--- src/rtl/alu_muldiv_if.sv ---
// Execute-stage <-> multiply/divide unit bundle: decode fields, operands, stall/done handshake.
interface alu_muldiv_if #(
    parameter int XLEN = 32
) ();
    logic            req_i;
    logic            flush_i;
    logic            ALUAdd;
    logic            Branch;
    logic            ALUOp;
    logic [6:0]      funct7;
    logic [2:0]      funct3;
    logic [XLEN-1:0] op_a;
    logic [XLEN-1:0] op_b;
    logic            md_sel_o;
    logic            stall_o;
    logic            busy_o;
    logic            done_o;
    logic [XLEN-1:0] result_o;

    modport master (
        output req_i, flush_i, ALUAdd, Branch, ALUOp, funct7, funct3, op_a, op_b,
        input  md_sel_o, stall_o, busy_o, done_o, result_o
    );

    modport slave (
        input  req_i, flush_i, ALUAdd, Branch, ALUOp, funct7, funct3, op_a, op_b,
        output md_sel_o, stall_o, busy_o, done_o, result_o
    );
endinterface

--- src/rtl/alu_muldiv.sv ---
// Iterative RV32M multiply/divide unit (shift-add multiply, restoring divide on magnitudes).
// Define ALU_MULDIV_FAST_MUL_EN to replace the iterative multiply with a single-cycle multiplier.
module alu_muldiv #(
    parameter int XLEN = 32
) (
    input  logic         clk,
    input  logic         rst_n,
    alu_muldiv_if.slave  bus
);
    localparam int CW = $clog2(XLEN) + 1;
    localparam logic [1:0] S_IDLE = 2'd0;
    localparam logic [1:0] S_RUN  = 2'd1;
    localparam logic [1:0] S_DONE = 2'd2;
    localparam logic [XLEN-1:0] ZERO_X   = '0;
    localparam logic [XLEN-1:0] ALL_ONES = '1;
    localparam logic [XLEN-1:0] MIN_NEG  = {1'b1, {(XLEN-1){1'b0}}};
    localparam logic [CW-1:0]   LAST_CNT = CW'(XLEN - 1);

    logic [1:0]        state_q, state_d;
    logic [CW-1:0]     count_q, count_d;
    logic [2*XLEN-1:0] prod_q, prod_d;
    logic [XLEN-1:0]   opnd_q, opnd_d;
    logic [2:0]        f3_q, f3_d;
    logic              neg_res_q, neg_res_d;
    logic              neg_rem_q, neg_rem_d;
    logic              done_q, done_d;
    logic [XLEN-1:0]   result_q, result_d;

    logic              md_sel;
    logic              start;
    logic              in_div;
    logic              a_signed, b_signed;
    logic              neg_a, neg_b;
    logic [XLEN-1:0]   mag_a, mag_b;
    logic              b_zero, ovf, special;
    logic [XLEN-1:0]   spec_val;
    logic [XLEN-1:0]   add_val;
    logic [XLEN:0]     mul_sum;
    logic [2*XLEN-1:0] mul_next;
    logic [XLEN:0]     div_tmp, div_diff;
    logic              div_ok;
    logic [2*XLEN-1:0] div_next;
    logic [2*XLEN-1:0] mul_res;
    logic [XLEN-1:0]   quo, rem;
    logic [XLEN-1:0]   fin_res;
`ifdef ALU_MULDIV_FAST_MUL_EN
    logic [2*XLEN-1:0] fast_prod;
`endif

    always_comb begin
        md_sel = ~bus.ALUAdd & ~bus.Branch & ~bus.ALUOp & (bus.funct7 == 7'b0000001);
        // The done cycle is still IDLE with req_i high; the held instruction must not restart.
        start  = bus.req_i & md_sel & ~bus.flush_i & ~done_q;
        in_div = bus.funct3[2];

        a_signed = 1'b0;
        b_signed = 1'b0;
        case (bus.funct3)
            3'b001, 3'b100, 3'b110: begin a_signed = 1'b1; b_signed = 1'b1; end
            3'b010:                 a_signed = 1'b1;
            default:                ;
        endcase
        neg_a = a_signed & bus.op_a[XLEN-1];
        neg_b = b_signed & bus.op_b[XLEN-1];
        mag_a = neg_a ? -bus.op_a : bus.op_a;
        mag_b = neg_b ? -bus.op_b : bus.op_b;

        b_zero  = (bus.op_b == ZERO_X);
        ovf     = in_div & ~bus.funct3[0] & (bus.op_a == MIN_NEG) & (bus.op_b == ALL_ONES);
        special = in_div & (b_zero | ovf);
        if (b_zero)
            spec_val = bus.funct3[1] ? bus.op_a : ALL_ONES;
        else
            spec_val = bus.funct3[1] ? ZERO_X : bus.op_a;
    end

`ifdef ALU_MULDIV_FAST_MUL_EN
    always_comb begin
        fast_prod = {ZERO_X, mag_a} * {ZERO_X, mag_b};
    end
`endif

    // One iteration step; prod_q is {partial product, multiplier} or {remainder, dividend/quotient}.
    always_comb begin
        add_val  = prod_q[0] ? opnd_q : ZERO_X;
        mul_sum  = {1'b0, prod_q[2*XLEN-1:XLEN]} + {1'b0, add_val};
        mul_next = {mul_sum, prod_q[XLEN-1:1]};

        div_tmp  = {prod_q[2*XLEN-1:XLEN], prod_q[XLEN-1]};
        div_diff = div_tmp - {1'b0, opnd_q};
        div_ok   = ~div_diff[XLEN];
        div_next = {(div_ok ? div_diff[XLEN-1:0] : div_tmp[XLEN-1:0]),
                    prod_q[XLEN-2:0], div_ok};
    end

    always_comb begin
        mul_res = neg_res_q ? -prod_q : prod_q;
        quo     = prod_q[XLEN-1:0];
        rem     = prod_q[2*XLEN-1:XLEN];
        case (f3_q)
            3'b000:         fin_res = mul_res[XLEN-1:0];
            3'b001, 3'b010,
            3'b011:         fin_res = mul_res[2*XLEN-1:XLEN];
            3'b100, 3'b101: fin_res = neg_res_q ? -quo : quo;
            default:        fin_res = neg_rem_q ? -rem : rem;
        endcase
    end

    always_comb begin
        state_d   = state_q;
        count_d   = count_q;
        prod_d    = prod_q;
        opnd_d    = opnd_q;
        f3_d      = f3_q;
        neg_res_d = neg_res_q;
        neg_rem_d = neg_rem_q;
        done_d    = 1'b0;
        result_d  = result_q;
        case (state_q)
            S_IDLE: begin
                if (start) begin
                    f3_d      = bus.funct3;
                    neg_res_d = neg_a ^ neg_b;
                    neg_rem_d = neg_a;
                    count_d   = '0;
                    if (special) begin
                        // Both halves carry the answer so quotient and remainder reads agree.
                        prod_d    = {spec_val, spec_val};
                        neg_res_d = 1'b0;
                        neg_rem_d = 1'b0;
                        state_d   = S_DONE;
                    end
`ifdef ALU_MULDIV_FAST_MUL_EN
                    else if (!in_div) begin
                        prod_d  = fast_prod;
                        state_d = S_DONE;
                    end
`endif
                    else begin
                        prod_d  = in_div ? {ZERO_X, mag_a} : {ZERO_X, mag_b};
                        opnd_d  = in_div ? mag_b : mag_a;
                        state_d = S_RUN;
                    end
                end
            end
            S_RUN: begin
                if (bus.flush_i) begin
                    state_d = S_IDLE;
                end else begin
                    prod_d  = f3_q[2] ? div_next : mul_next;
                    count_d = count_q + CW'(1);
                    if (count_q == LAST_CNT)
                        state_d = S_DONE;
                end
            end
            S_DONE: begin
                state_d = S_IDLE;
                if (!bus.flush_i) begin
                    done_d   = 1'b1;
                    result_d = fin_res;
                end
            end
            default: state_d = S_IDLE;
        endcase
    end

    always_ff @(posedge clk or negedge rst_n) begin
        if (!rst_n) begin
            state_q   <= S_IDLE;
            count_q   <= '0;
            prod_q    <= '0;
            opnd_q    <= '0;
            f3_q      <= '0;
            neg_res_q <= 1'b0;
            neg_rem_q <= 1'b0;
            done_q    <= 1'b0;
            result_q  <= '0;
        end else begin
            state_q   <= state_d;
            count_q   <= count_d;
            prod_q    <= prod_d;
            opnd_q    <= opnd_d;
            f3_q      <= f3_d;
            neg_res_q <= neg_res_d;
            neg_rem_q <= neg_rem_d;
            done_q    <= done_d;
            result_q  <= result_d;
        end
    end

    assign bus.md_sel_o = md_sel;
    assign bus.stall_o  = bus.req_i & md_sel & ~done_q & ~bus.flush_i;
    assign bus.busy_o   = (state_q != S_IDLE);
    assign bus.done_o   = done_q;
    assign bus.result_o = result_q;
endmodule
--- src/flat_wrapper.sv ---
// flat-port wrapper written by rule: the top's interface ports become plain ports
module alu_muldiv_flat 
#(
    parameter int XLEN = 32
)
  (clk, rst_n, bus_req_i, bus_flush_i, bus_ALUAdd, bus_Branch, bus_ALUOp, bus_funct7, bus_funct3, bus_op_a, bus_op_b, bus_md_sel_o, bus_stall_o, bus_busy_o, bus_done_o, bus_result_o);
  alu_muldiv_if #(.XLEN(XLEN)) bus_i ();
  input  logic clk;
  input  logic rst_n;
  input wire logic [$bits(bus_i.req_i)-1:0] bus_req_i;
  input wire logic [$bits(bus_i.flush_i)-1:0] bus_flush_i;
  input wire logic [$bits(bus_i.ALUAdd)-1:0] bus_ALUAdd;
  input wire logic [$bits(bus_i.Branch)-1:0] bus_Branch;
  input wire logic [$bits(bus_i.ALUOp)-1:0] bus_ALUOp;
  input wire logic [$bits(bus_i.funct7)-1:0] bus_funct7;
  input wire logic [$bits(bus_i.funct3)-1:0] bus_funct3;
  input wire logic [$bits(bus_i.op_a)-1:0] bus_op_a;
  input wire logic [$bits(bus_i.op_b)-1:0] bus_op_b;
  output wire logic [$bits(bus_i.md_sel_o)-1:0] bus_md_sel_o;
  output wire logic [$bits(bus_i.stall_o)-1:0] bus_stall_o;
  output wire logic [$bits(bus_i.busy_o)-1:0] bus_busy_o;
  output wire logic [$bits(bus_i.done_o)-1:0] bus_done_o;
  output wire logic [$bits(bus_i.result_o)-1:0] bus_result_o;
  assign bus_i.req_i = bus_req_i;
  assign bus_i.flush_i = bus_flush_i;
  assign bus_i.ALUAdd = bus_ALUAdd;
  assign bus_i.Branch = bus_Branch;
  assign bus_i.ALUOp = bus_ALUOp;
  assign bus_i.funct7 = bus_funct7;
  assign bus_i.funct3 = bus_funct3;
  assign bus_i.op_a = bus_op_a;
  assign bus_i.op_b = bus_op_b;
  assign bus_md_sel_o = bus_i.md_sel_o;
  assign bus_stall_o = bus_i.stall_o;
  assign bus_busy_o = bus_i.busy_o;
  assign bus_done_o = bus_i.done_o;
  assign bus_result_o = bus_i.result_o;
  alu_muldiv #(.XLEN(XLEN)) u_core (.clk(clk), .rst_n(rst_n), .bus(bus_i));
endmodule
--- config.mk ---
export PLATFORM = sky130hd
export DESIGN_NAME = alu_muldiv_flat
export DESIGN_NICKNAME = d
export VERILOG_FILES = /design/src/rtl/alu_muldiv_if.sv /design/src/rtl/alu_muldiv.sv /design/src/flat_wrapper.sv
export SDC_FILE = /design/constraint.sdc
export NUM_CORES = 1
export LEC_CHECK = 0
export CELL_PAD_IN_SITES_DETAIL_PLACEMENT = 0
export CELL_PAD_IN_SITES_GLOBAL_PLACEMENT = 2
export CORE_AREA = 2 2 244 174
export CTS_CLUSTER_SIZE = 20
export DETAILED_ROUTE_END_ITERATION = 8
export DIE_AREA = 0 0 246 176
export GPL_ROUTABILITY_DRIVEN = 0
export MAX_ROUTING_LAYER = met4
export PLACE_DENSITY = 0.87
export SLEW_MARGIN = 20
export SYNTH_ARGS = -nofsm -noshare
export SYNTH_HDL_FRONTEND = slang
export SYNTH_SLANG_ARGS = --single-unit
--- constraint.sdc ---
create_clock -name clk -period 7.2 [get_ports clk]
set_input_delay 1.44 -clock clk [delete_from_list [all_inputs] [get_ports clk]]
set_output_delay 1.44 -clock clk [all_outputs]
set_load 0.02 [all_outputs]
==> flow_summary.toml, run 1 <==
# generated from flow reports
[yosys]
ys_sh_xor_pct = 11.0
synthesis.area_per_instance_sq_um = 7.31
async_reset_ff_share_pct = 100
yosys.area_share.simple_pct = 21.4
synth_flop_count = 142
seq_area_frac_synth_pct = 23.1

[final_layout]
final_layout_top_logic_cells = "253 x nand2_1, 210 x o21ai_0, 173 x a21oi_1"

[worst_setup_path]
critical_path_endpoint_category = "flip-flop"
slowest_stage_cell_crit_path = "nor4bb_1"
timing.critical_path.max_delay_family = "simple AND/OR/NAND/NOR gates"
worst-endpoint-required_ns = 7.58

[power_and_ir_drop]
net_sw_share_pct = 35.5
p_comb_share_pct = 26.0
seq_power_share_pct = 35.5
maximum_vdd_drop_mv = 0.165

[cts]
clock_path_buffers = 2

[route]
dr.pass1.iters = 6
route.antenna.remaining_nets = 0

[global_route]
grt_pass1_vias = 15666

[outcome]
status = "completed"

[floorplanning]
placementRows = 62
run 1: final cells by class:
type	count	area, sq um
inverters	66	248
clock inverters	12	126
clock buffers	20	467
fillers	4288	23200
flip-flops and latches	142	3560
multi-input cells	1748	11000
diodes	3	7.51
repair buffers	148	1400
well taps	544	681
run 1: power groups by stage:
stage / sequential, mW / clock, mW / combinational (mW)
floorplan: 0.853 / 0 / 0.365
global placement: 0.871 / 0 / 0.604
detailed placement: 0.871 / 0 / 0.606
CTS: 0.856 / 0.936 / 0.609
global route: 0.859 / 0.972 / 0.670
finish: 0.858 / 0.931 / 0.627
run 1: per-layer routing:
layer	GRT usage, %	up-vias
met5	-	-
met4	10.2	0
met3	5.88	105
met2	41.4	924
met1	46.4	8034
li1	-	7680
Figure 1. Register map, names as in the netlist (run 1).
The bar under the picture is 50 um long. Other sequential cells in the stronger gray, the rest of the logic in the fainter gray.
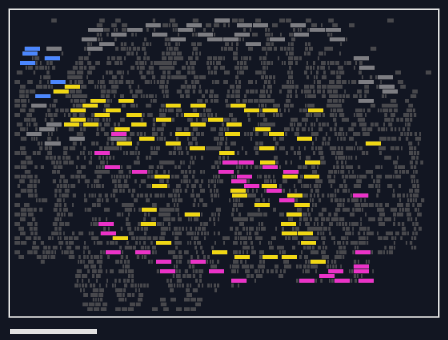
signal	color	flops
`u_core.opnd_q`	magenta	32
`u_core.prod_q`	yellow	64
`u_core.count_q`	blue	6

Figure 2. Metal 1 (run 1).
The bar under the picture is 50 um long. Supply wires on this layer in gray. Cells faint in the background.
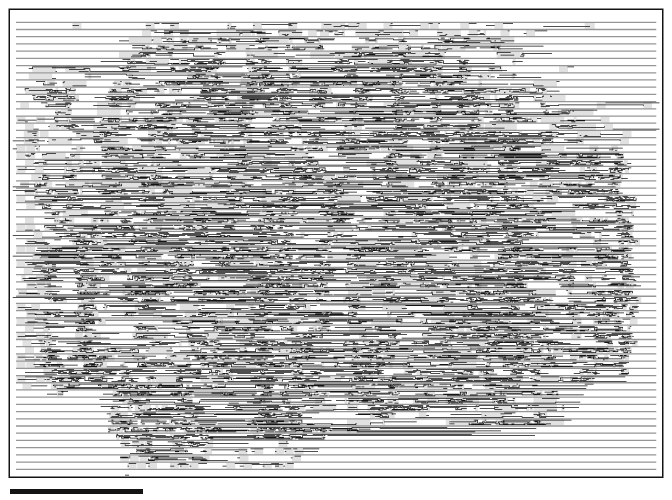
main direction	horizontal
wire length on this layer	31.1 mm
nets with wire on the layer	2136

Figure 3. Track usage over the die (run 1).
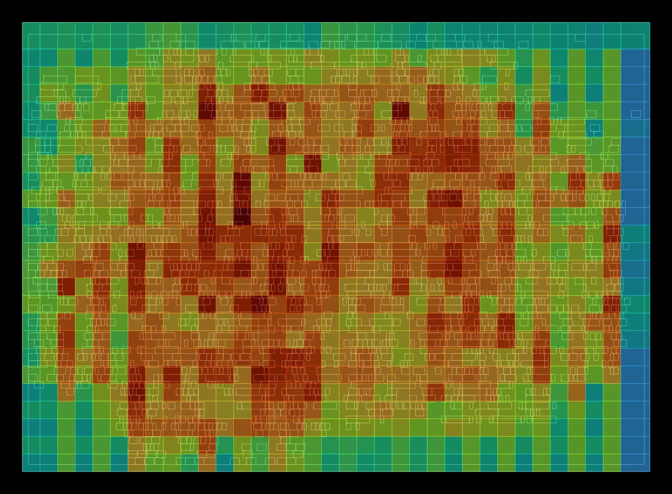
post-route core utilization: 43.0%
Avg WL per Cell: 24.5 um
GR Util met3: 5.88%
total routing resource utilization after global routing: 31.1%
met2 Resource Use GR: 41.4%

Figure 4. Nets reached from selected ports (run 1).
The bar under the picture is 50 um long.
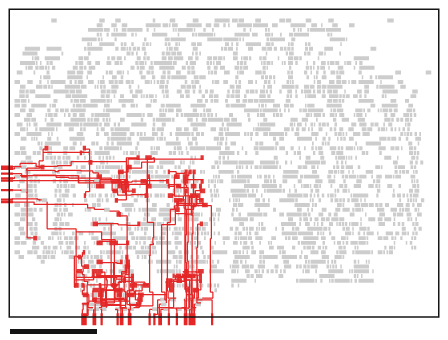
port	color	direction	end cells	buffers	wire
`bus_op_a`	red	input	120	32	2900 um

==> run 2, diff against run 1 <==
--- a/config.mk
+++ b/config.mk
@@ -7,13 +7,13 @@
 export LEC_CHECK = 0
 export CELL_PAD_IN_SITES_DETAIL_PLACEMENT = 0
 export CELL_PAD_IN_SITES_GLOBAL_PLACEMENT = 2
-export CORE_AREA = 2 2 244 174
+export CORE_AREA = 2 2 266 189
 export CTS_CLUSTER_SIZE = 20
 export DETAILED_ROUTE_END_ITERATION = 8
-export DIE_AREA = 0 0 246 176
+export DIE_AREA = 0 0 268 191
 export GPL_ROUTABILITY_DRIVEN = 0
 export MAX_ROUTING_LAYER = met4
-export PLACE_DENSITY = 0.87
+export PLACE_DENSITY = 0.78
 export SLEW_MARGIN = 20
 export SYNTH_ARGS = -nofsm -noshare
 export SYNTH_HDL_FRONTEND = slang
==> constraint.sdc (replaced) <==
create_clock -name clk -period 4.55 [get_ports clk]
set_input_delay 0.91 -clock clk [delete_from_list [all_inputs] [get_ports clk]]
set_output_delay 0.91 -clock clk [all_outputs]
set_load 0.02 [all_outputs]
Figure 5. Track usage over the die (run 2).
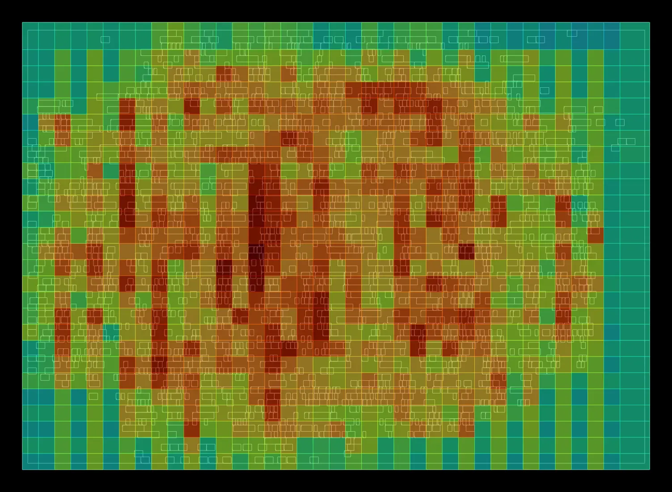
met2 Resource Use GR: 36.1%
GR Util met3: 5.80%
total routing resource utilization after global routing: 27.4%

==> flow_summary.toml, run 2 <==
# generated from flow reports
[power_and_ir_drop]
power.largest_group = "clock"
pg_clk_mw = 1.51
total_sequential_power_mw = 1.34
net_sw_share_pct = 35.1
p_comb_share_pct = 26.1
seq_power_share_pct = 34.8
maximum_vdd_drop_mv = 0.328

[yosys]
ys_sh_xor_pct = 11.0
synthesis.area_per_instance_sq_um = 7.31
seq_area_frac_synth_pct = 23.1
yosys.area_share.simple_pct = 21.4
synth_flop_count = 142
async_reset_ff_share_pct = 100

[outcome]
status = "completed"

[cts]
clock_path_buffers = 2

[final_layout]
utilization_pct = 37.2
final_layout_top_logic_cells = "253 x nand2_1, 210 x o21ai_0, 173 x a21oi_1"
n_antenna_cell = 0
nFillCells = 5127

[global_route]
global_route.peak_usage_layer = "met1"
grtUsageMet1_pct = 40.7

[worst_setup_path]
timing.critical_path.max_delay_family = "AND-OR/OR-AND gates"
worst-endpoint-required_ns = 4.94
Figure 6. Signal wires by layer (run 2).
Only two layers are drawn.
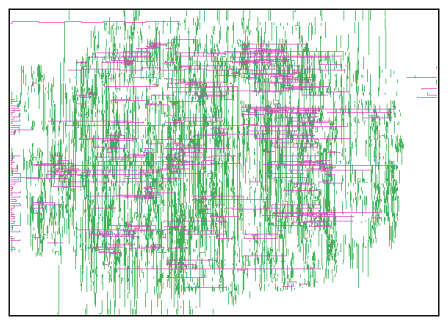
layer	color	wire length
met2	green	26.7 mm
met3	magenta	6120 um

[run 2: cell count changes in the layout (fill, tap and decap cells not counted), moves of 2 or more]
cell / previous run / this run
inv_6: 4 / 6
clkbuf_8: 3 / 1
buf_4: 32 / 91
clkinv_4: 4 / 2
diode_2: 3 / 0
buf_12: 0 / 2
[run 2: layout make-up]
class / instances / area [sq um] / share of cell area, %
multi-input cells: 1748 / 11000 / 60.8
flip-flops and latches: 142 / 3560 / 19.6
repair buffers: 209 / 1880 / 10.4
well taps: 665 / 832 / 4.59
clock buffers: 19 / 443 / 2.44
inverters: 66 / 248 / 1.37
clock inverters: 13 / 154 / 0.848
Power is estimated from default activity; no workload was simulated.
